--- config.mk ---
export PLATFORM = sky130hd
export DESIGN_NAME = forwarding_scoreboard
export DESIGN_NICKNAME = d
export VERILOG_FILES = /design/src/rtl/forwarding_pkg.sv /design/src/rtl/fwd_match.sv /design/src/rtl/forwarding_scoreboard.sv
export SDC_FILE = /design/constraint.sdc
export NUM_CORES = 1
export LEC_CHECK = 0
export CAP_MARGIN = 0
export CORE_MARGIN = 2
export CORE_UTILIZATION = 50
export DETAILED_ROUTE_END_ITERATION = 8
export PLACE_DENSITY = 0.88
export SETUP_SLACK_MARGIN = 0.5
export SLEW_MARGIN = 20
export SYNTH_ARGS = -nofsm -noshare
export SYNTH_HDL_FRONTEND = slang
export SYNTH_HIERARCHICAL = 1
export SYNTH_SLANG_ARGS = --single-unit
--- constraint.sdc ---
create_clock -name clk_i -period 3.6 [get_ports clk_i]
set_input_delay 0.36 -clock clk_i [delete_from_list [all_inputs] [get_ports clk_i]]
set_output_delay 0.36 -clock clk_i [all_outputs]
set_load 0.1 [all_outputs]
--- src/rtl/forwarding_pkg.sv ---
// Shared types and constants for the forwarding scoreboard.
package forwarding_pkg;

  localparam int unsigned REG_AW = 5;

  // Parameter defaults for forwarding_scoreboard
  localparam int unsigned NUM_SRC_DEFAULT          = 2;
  localparam int unsigned DEPTH_DEFAULT            = 3;
  localparam int unsigned LOAD_READY_STAGE_DEFAULT = 2;

  // fwd_sel value meaning "read the register file"
  localparam int unsigned FWD_NONE = 0;

  // Destination tag of one in-flight post-EX instruction
  typedef struct packed {
    logic              valid;
    logic              regwrite;
    logic              is_load;
    logic [REG_AW-1:0] rd;
  } fwd_entry_t;

endpackage

--- src/rtl/fwd_match.sv ---
// Per-source priority matcher: finds the youngest in-flight producer of one
// source register and reports whether its data is forwardable yet.
module fwd_match
  import forwarding_pkg::*;
#(
  parameter int unsigned DEPTH            = DEPTH_DEFAULT,
  parameter int unsigned LOAD_READY_STAGE = LOAD_READY_STAGE_DEFAULT,
  parameter int unsigned SEL_W            = $clog2(DEPTH + 1)
) (
  input  fwd_entry_t [DEPTH-1:0]  entries_i,
  input  logic [REG_AW-1:0]       src_i,
  output logic [SEL_W-1:0]        sel_o,
  output logic                    not_ready_o
);

  logic             found;
  logic             win_load;
  logic [SEL_W-1:0] win_idx;

  // Youngest matching entry wins; array slot k holds entry index k+1.
  always_comb begin
    found       = 1'b0;
    win_load    = 1'b0;
    win_idx     = SEL_W'(FWD_NONE);
    not_ready_o = 1'b0;
    for (int k = 0; k < int'(DEPTH); k++) begin
      if (!found && entries_i[k].valid && entries_i[k].regwrite &&
          (entries_i[k].rd != '0) && (entries_i[k].rd == src_i)) begin
        found    = 1'b1;
        win_load = entries_i[k].is_load;
        win_idx  = SEL_W'(k + 1);
        // Load data only appears from LOAD_READY_STAGE onwards
        not_ready_o = entries_i[k].is_load && ((k + 1) < int'(LOAD_READY_STAGE));
      end
    end
    sel_o = not_ready_o ? SEL_W'(FWD_NONE) : win_idx;
  end

endmodule

--- src/rtl/forwarding_scoreboard.sv ---
// Forwarding scoreboard: tracks destination tags of post-EX instructions,
// drives per-source forward selects and detects load-use hazards.
module forwarding_scoreboard
  import forwarding_pkg::*;
#(
  parameter int unsigned NUM_SRC          = NUM_SRC_DEFAULT,
  parameter int unsigned DEPTH            = DEPTH_DEFAULT,
  parameter int unsigned LOAD_READY_STAGE = LOAD_READY_STAGE_DEFAULT,
  localparam int unsigned SEL_W           = $clog2(DEPTH + 1)
) (
  input  logic                       clk_i,
  input  logic                       rst_i,
  input  logic                       advance_i,
  input  logic                       flush_i,
  input  logic                       ex_valid_i,
  input  logic                       ex_regwrite_i,
  input  logic                       ex_is_load_i,
  input  logic [REG_AW-1:0]          ex_rd_i,
  input  logic [NUM_SRC*REG_AW-1:0]  ex_src_i,
  output logic [NUM_SRC*SEL_W-1:0]   fwd_sel_o,
  output logic                       stall_o,
  output logic [15:0]                stall_cnt_o
);

  fwd_entry_t [DEPTH-1:0] entries_q, entries_d;
  logic [15:0]            stall_cnt_q, stall_cnt_d;
  logic [NUM_SRC-1:0]     not_ready;

  for (genvar s = 0; s < int'(NUM_SRC); s++) begin : g_match
    fwd_match #(
      .DEPTH            (DEPTH),
      .LOAD_READY_STAGE (LOAD_READY_STAGE),
      .SEL_W            (SEL_W)
    ) u_match (
      .entries_i   (entries_q),
      .src_i       (ex_src_i[REG_AW*s +: REG_AW]),
      .sel_o       (fwd_sel_o[SEL_W*s +: SEL_W]),
      .not_ready_o (not_ready[s])
    );
  end

  // Hazard only matters when EX holds a real instruction
  assign stall_o     = ex_valid_i && (|not_ready);
  assign stall_cnt_o = stall_cnt_q;

  // Next-state: shift the tag pipe on advance, insert EX tag or a bubble
  always_comb begin
    entries_d   = entries_q;
    stall_cnt_d = stall_cnt_q;
    if (advance_i) begin
      for (int k = 1; k < int'(DEPTH); k++) begin
        entries_d[k] = entries_q[k-1];
      end
      entries_d[0] = '0;
      if (ex_valid_i && !stall_o && !flush_i) begin
        entries_d[0].valid    = 1'b1;
        entries_d[0].regwrite = ex_regwrite_i;
        entries_d[0].is_load  = ex_is_load_i;
        entries_d[0].rd       = ex_rd_i;
      end
      // A flushed stall cycle still counts as a stall cycle
      if (stall_o && (stall_cnt_q != 16'hFFFF)) begin
        stall_cnt_d = stall_cnt_q + 16'd1;
      end
    end
  end

  // State registers with synchronous reset taking priority over everything
  always_ff @(posedge clk_i) begin
    if (rst_i) begin
      entries_q   <= '0;
      stall_cnt_q <= '0;
    end else begin
      entries_q   <= entries_d;
      stall_cnt_q <= stall_cnt_d;
    end
  end

endmodule

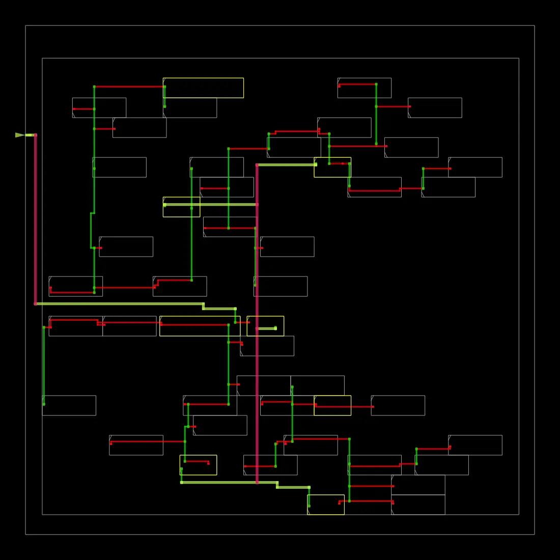
(the clock network)
Clk Latency, worst-skew pair: 0.29 ns
CTS Buf Count: 5
Clock Skew: 0.00549 ns
P_clk: 0.449 mW

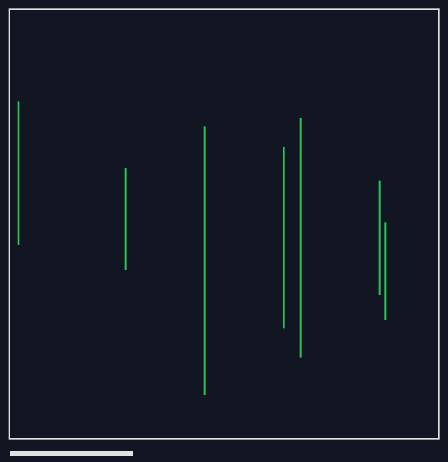
(metal 4)
Bar = 20 um.
- wire length on this layer: 185 um
- nets with wire on the layer: 7
- share of all routed wire: 3.6%
- longest straight run: 43.5 um
- main direction: vertical

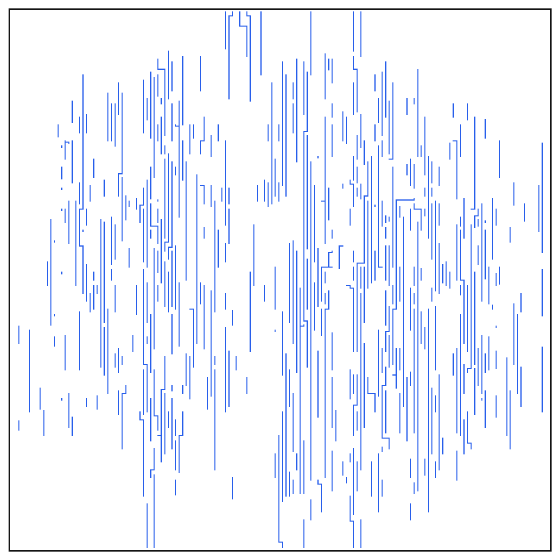
(signal wires on met2)
- nets with wire on the layer: 271
- main direction: vertical
- wire length on this layer: 2400 um
- longest straight run: 41.1 um

==> impl_metrics.tcl <==
# place-and-route summary
set metrics [dict create \
    status "finished, final reports clean" \
    final.min_clock_period_ns 2.93 \
    arrival_ns 3.11 \
    buf_share 0.156 \
    fin_nets 313 \
    post-cts-setup-buffers 0 \
    grt_pass1_wl_um 8250 \
    layout-drive-gt1-share 0.103 \
    post-route-period-util 0.813 \
    fp_util 0.529 \
    syn-cell-area_um2 2160 \
    layout_setup_ws_ns 0.672 \
    crit_path_top_delay_cell "or4_4" \
    ir_drop_mv 0.239 \
    endpoint "stall_cnt_o[15]" \
    drt_iter0_drc 77 \
    rsz0062_at_grt "no" \
    regArea_um2 761 \
    drc_errors 0 \
    max_slew_margin 0.347 \
    seq_share 0.276 \
    tap_cells 50 \
    setup_tns_ns 0 \
    clkPwrFrac 0.469 \
    vias 1965 \
    syn_nets 271 \
    holdPathEnd "stall_cnt_o[1]" \
    io_pins 43 \
    slew_viol_final 0 \
    hp-start "stall_cnt_o[1]" \
    gr-usage-all-layers 0.209 \
    setup_viol 0 \
    port_buffers 42 \
    clockRootBuffer "clkbuf_8" \
    comb_power_share 0.084 \
    netlist_instances 248 \
    r2r_end "stall_cnt_o[15]" \
    start_kind "primary input" \
    path_buffers 1 \
    r2r-start "entries_q[2]" \
    postLayoutCellArea_um2 2760 \
    internal_power_mw 0.760 \
    power.density_nw_per_um2 348 \
    fp.dieW_um 69.8 \
    n_sequential_cell 38 \
    seq-power_mw 0.429 \
    cts_num_sinks 38 \
    max_cap_viol_count 0 \
    cts_tree "built" \
    coreArea_um2 4090 \
    wire_per_inst_um 14.9 \
    synth-warning-count 6 \
    die_h_um 69.8 \
    worstHoldPathCells 2 \
    hold_class "flop to flop" \
    warnings 26 \
    required_ns 3.78 \
    gp_congestion 0.866 \
    dpl_cell_area_um2 2610 \
    total_leakage_power_nw 1.08 \
    worst_slew_pin_slew_ns 0.976 \
]
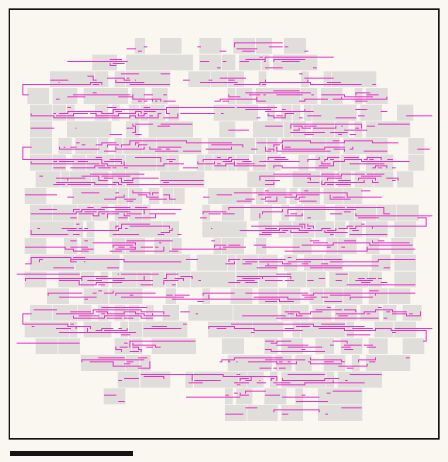
(met1 routing)
Bar = 20 um. Cells faint in the background.
- nets with wire on the layer: 271
- main direction: horizontal
- longest straight run: 18.9 um
- share of all routed wire: 44%
- wire length on this layer: 2230 um

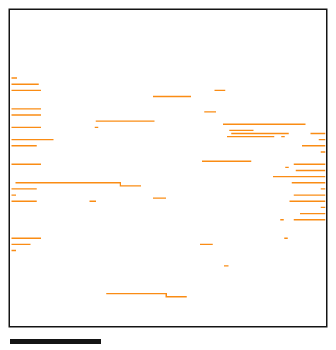
(metal 3)
Bar = 20 um.
- main direction: horizontal
- share of all routed wire: 5.5%
- wire length on this layer: 278 um
- nets with wire on the layer: 40

==> what timing repair did <==
action,in CTS,in global routing
hold buffers,0,0
endpoints found under the setup margin,0,1
gates resized,0,1
hold endpoints to repair,0,0
==> registers in the layout, summed over array words and instances (netlist names) <==
| name | count |
|---|---|
| entries_q | 22 |
| stall_cnt_o | 16 |
==> per-stage QoR <==
step,hold slack (ns),cells
6_report,0.518,341
5_1_grt,0.545,341
4_1_cts,0.520,341
3_5_place_dp,0.501,333
3_3_place_gp,0.489,333
2_1_floorplan,0.466,248
==> layer usage <==
metal,track usage,vias up,share of wire
li1,-,985,-
met1,0.260,909,0.44
met2,0.343,55,0.47
met3,0.0422,16,0.055
met4,0.105,0,0.036
met5,0,-,0
Power figures rest on the tool's default switching activity, not on a simulated workload.
